Fig. 1: routing congestion map
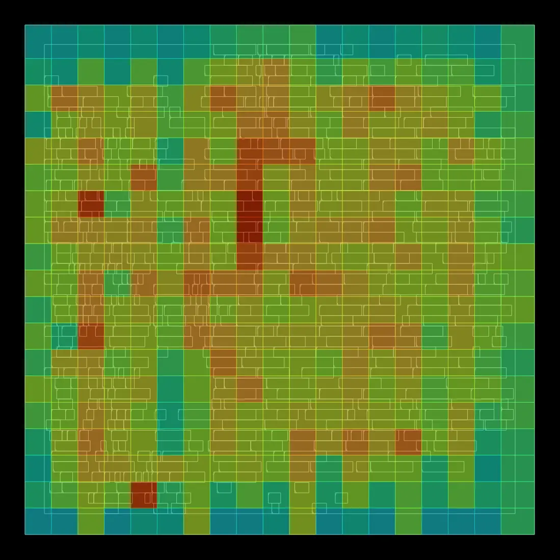
Fig. 2: sequential cells colored by netlist name
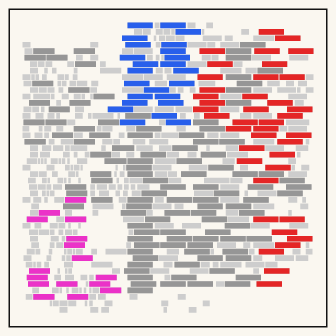
$ cat config.mk
export PLATFORM = sky130hd
export DESIGN_NAME = scoreboard_dispatch
export DESIGN_NICKNAME = d
export VERILOG_FILES = /design/src/rtl/scoreboard_dispatch.sv
export SDC_FILE = /design/constraint.sdc
export NUM_CORES = 1
export LEC_CHECK = 0
export CAP_MARGIN = 15
export CORE_MARGIN = 5
export CORE_UTILIZATION = 50
export DETAILED_ROUTE_END_ITERATION = 10
export GPL_TIMING_DRIVEN = 0
export HOLD_SLACK_MARGIN = 0.12
export PLACE_DENSITY = 0.72
export SYNTH_ARGS = -nofsm -noshare
export SYNTH_HDL_FRONTEND = slang
export SYNTH_SLANG_ARGS = --single-unit
$ cat constraint.sdc
create_clock -name clk -period 2.9 [get_ports clk]
set_clock_uncertainty 0.1 [all_clocks]
set_input_delay 0.58 -clock clk [delete_from_list [all_inputs] [get_ports clk]]
set_output_delay 0.58 -clock clk [all_outputs]
set_load 0.005 [all_outputs]
$ cat src/rtl/scoreboard_dispatch.sv
// scoreboard_dispatch: in-order dispatch FIFO presenting decoded instructions to the scoreboard issue port.
// Optional stall watchdog built only when SB_DISPATCH_WDOG_EN is defined.
module scoreboard_dispatch #(
  parameter int DEPTH    = 8,
  parameter int REG_BITS = 5,
  parameter int CNT_W    = 16,
  parameter int WDOG_LIM = 64
) (
  input  logic                      clk,
  input  logic                      rst_n,
  input  logic                      in_valid,
  output logic                      in_ready,
  input  logic [2:0]                in_op,
  input  logic [REG_BITS-1:0]       in_fi,
  input  logic [REG_BITS-1:0]       in_fj,
  input  logic [REG_BITS-1:0]       in_fk,
  input  logic                      flush,
  input  logic                      pause,
  input  logic                      stall,
  output logic                      inst_valid,
  output logic [2:0]                inst_op,
  output logic [REG_BITS-1:0]       inst_fi,
  output logic [REG_BITS-1:0]       inst_fj,
  output logic [REG_BITS-1:0]       inst_fk,
  output logic [1:0]                inst_fu_type,
  output logic [$clog2(DEPTH):0]    count,
  output logic [1:0]                state,
  output logic [CNT_W-1:0]          issue_count,
  output logic [CNT_W-1:0]          stall_cycles,
  output logic                      deadlock
);
  localparam int AW = $clog2(DEPTH);
  localparam int CW = AW + 1;
  typedef enum logic [1:0] {IDLE = 2'd0, RUN = 2'd1, STALL = 2'd2, PAUSE = 2'd3} state_t;
  state_t state_q, state_d;
  logic [2:0]          op_mem [DEPTH];
  logic [REG_BITS-1:0] fi_mem [DEPTH];
  logic [REG_BITS-1:0] fj_mem [DEPTH];
  logic [REG_BITS-1:0] fk_mem [DEPTH];
  logic [AW-1:0] wr_ptr, rd_ptr;
  logic [CW-1:0] count_d;
  logic push, pop;
  assign in_ready = count != CW'(DEPTH);
  assign push     = in_valid && in_ready && !flush;
  assign pop      = inst_valid && !stall && !flush;
  assign count_d  = flush ? '0 : count + CW'(push) - CW'(pop);
  assign state    = state_q;
  assign inst_op  = op_mem[rd_ptr];
  assign inst_fi  = fi_mem[rd_ptr];
  assign inst_fj  = fj_mem[rd_ptr];
  assign inst_fk  = fk_mem[rd_ptr];
  assign inst_fu_type = inst_op == 3'd5 ? 2'd2 : inst_op == 3'd6 ? 2'd3 : 2'd0;
  // Storage carries no reset; entries are qualified by count.
  always_ff @(posedge clk)
    if (push) begin
      op_mem[wr_ptr] <= in_op;
      fi_mem[wr_ptr] <= in_fi;
      fj_mem[wr_ptr] <= in_fj;
      fk_mem[wr_ptr] <= in_fk;
    end
  always_ff @(posedge clk or negedge rst_n)
    if (!rst_n) begin
      wr_ptr       <= '0;
      rd_ptr       <= '0;
      count        <= '0;
      issue_count  <= '0;
      stall_cycles <= '0;
    end else begin
      wr_ptr <= flush ? '0 : wr_ptr + AW'(push);
      rd_ptr <= flush ? '0 : rd_ptr + AW'(pop);
      count  <= count_d;
      if (pop) issue_count <= issue_count + 1'b1;
      if (inst_valid && stall && stall_cycles != '1) stall_cycles <= stall_cycles + 1'b1;
    end
  always_ff @(posedge clk or negedge rst_n)
    if (!rst_n) state_q <= IDLE;
    else state_q <= state_d;
  always_comb
    state_d = flush ? IDLE :
              pause ? PAUSE :
              count_d == '0 ? IDLE :
              (inst_valid && stall) ? STALL : RUN;
  always_comb
    inst_valid = count != '0 && !pause && state_q != PAUSE;
`ifdef SB_DISPATCH_WDOG_EN
  localparam int WW = $clog2(WDOG_LIM + 1);
  logic [WW-1:0] wdog;
  always_ff @(posedge clk or negedge rst_n)
    if (!rst_n) begin
      wdog     <= '0;
      deadlock <= 1'b0;
    end else if (flush) begin
      wdog     <= '0;
      deadlock <= 1'b0;
    end else if (pop || !inst_valid) begin
      wdog <= '0;
    end else begin
      if (wdog != WW'(WDOG_LIM)) wdog <= wdog + 1'b1;
      if (wdog == WW'(WDOG_LIM - 1)) deadlock <= 1'b1;
    end
`else
  assign deadlock = 1'b0;
`endif
endmodule

==> qor.txt <==
Failing checks = negative setup slack
Final GP Congestion = 0.801
R2R Path End = state[0]
Vias = 4,074
Total gr overflow = 0
CTS max path bufs = 2
Setup WS post-layout = -87.9 ps
Clk sinks = 188
WL final = 14,600 um
Layout Nets = 582
Top cell excl fill/tap = edfxtp_1
Core area = 0.0150 mm2
Overall Power = 6300 uW
Final slew viol count = 0
Initial drt markers = 234
Most numerous logic cells after layout = edfxtp_1 (144), clkdlybuf4s50_1 (62), dfrtp_1 (42)
Final setup vio count = 6
Top cell area share = 0.572
HP Class = register to register
Floorplan Utilization = 0.503
Run status = finished with violations
Back to the opening pictures, Fig. 1:
global routing met1 resource utilization: 0.232
grt met3 use: 0.0441
fin util: 0.646
most used routing layer: met2
GRT Overall Usage: 0.175

Back to the opening pictures, Fig. 2:
Magenta is stall_cycles, sequential cells 16, where lower left. Blue is op_mem, sequential cells 24, where top center. Red is fi_mem, sequential cells 40.

[layout make-up]
cell class,instances,area (um2)
Sequential cell,188,5430
Fill cell,1067,5320
Multi-Input combinational cell,199,2120
Timing Repair Buffer,120,1210
Clock buffer,22,484
Tap cell,188,235
Buffer,11,106
Clock inverter,10,90.1
Inverter,9,33.8
[synthesized netlist by cell type]
library cell and instances:
edfxtp_1 144, dfrtp_1 44, mux4_2 36, xnor2_1 24
nor2_1 22, mux2_2 17, nand3_1 14, ha_1 11
nand2_1 11, xor2_1 10, and3_1 9, inv_1 9
nand4_1 9, clkbuf_1 6, nor2b_1 6, buf_2 5
nand2b_1 4, nor3_1 3, a21oi_1 2, and4_1 2
buf_6 2, mux2i_1 2, o31ai_1 2, or4_4 2
a21o_1 1, a21oi_2 1, and2_1 1, and3b_1 1
buf_4 1, conb_1 1, fa_1 1, mux2_4 1
nor3_2 1, nor4_1 1, o21ai_0 1, or2_1 1
or3_1 1, or3b_1 1
[logic make-up after synthesis]
logic type	share of synthesized area
flip-flops	0.718
AND/OR/NAND/NOR	0.0631
multiplexers	0.137
XOR/XNOR	0.0394
buffers and inverters	0.0147
adder cells (fa/ha/maj)	0.0209
AND-OR/OR-AND	0.00613
other	0.000496
[registers in the layout (all words and copies together) (netlist names)]
name,cells
count,4
fi_mem,40
fj_mem,40
fk_mem,40
issue_count,16
op_mem,24
rd_ptr,3
stall_cycles,16
state,2
wr_ptr,3
[through the flow]
step | worst slack [ps] | hold WS, ps | cells | utilization | cell area, um2
6_report | -87.9 | 372 | 747 | 0.646 | 9710
5_1_grt | -180 | 399 | 747 | 0.646 | 9710
4_1_cts | -97.0 | 379 | 739 | 0.641 | 9630
3_5_place_dp | -369 | 345 | 692 | 0.585 | 8800
3_3_place_gp | -1600 | 371 | 681 | 0.574 | 8620
2_1_floorplan | 92.3 | 184 | 410 | - | 7560
[worst max-delay path: stages (launching register included)]
cell and delay [ps]:
dfrtp_1 370, buf_6 130, buf_4 110, mux4_2 530, mux2i_4 190, buf_4 140, nand2_2 60, nor2_1 110
dlygate4sd2_1 250
[layer usage]
metal | vias up | track usage | part of all wire
met3 | 20 | 0.0441 | 0.059
met1 | 2069 | 0.232 | 0.42
li1 | 1859 | - | -
met4 | 0 | 0.0589 | 0.014
met5 | - | 0 | 0
met2 | 126 | 0.286 | 0.50
[worst max-delay path by stage]
stage / start / endpoint / slack, ps / depth (start not counted)
final: rd_ptr[0] / inst_fu_type[0] / -90 / 8
after global routing: rd_ptr[0] / inst_fu_type[1] / -180 / 7
after CTS: rd_ptr[0] / inst_fu_type[1] / -100 / 7
after detailed placement: rd_ptr[1] / inst_fj[4] / -370 / 5
after global placement: flush / fi_mem[1][1] / -1600 / 4
after floorplan: count[2] / fi_mem[0][0] / 90 / 6
[repair_timing]
action | in CTS | in global routing
endpoints found under the hold margin | 7 | 0
cloned | 1 | 1
resized | 81 | 19
setup endpoints to repair | 22 | 21
buffers inserted | 15 | 8
hold buffers | 1 | 0
pin swaps | 3 | 0
[power by group]
| group | internal [uW] | switching (uW) | leakage [uW] |
|---|---|---|---|
| clock | 1270 | 952 | 0.000278 |
| sequential | 3020 | 103 | 0.00189 |
| combinational | 564 | 387 | 0.00137 |
Power is estimated from default activity; no workload was simulated.
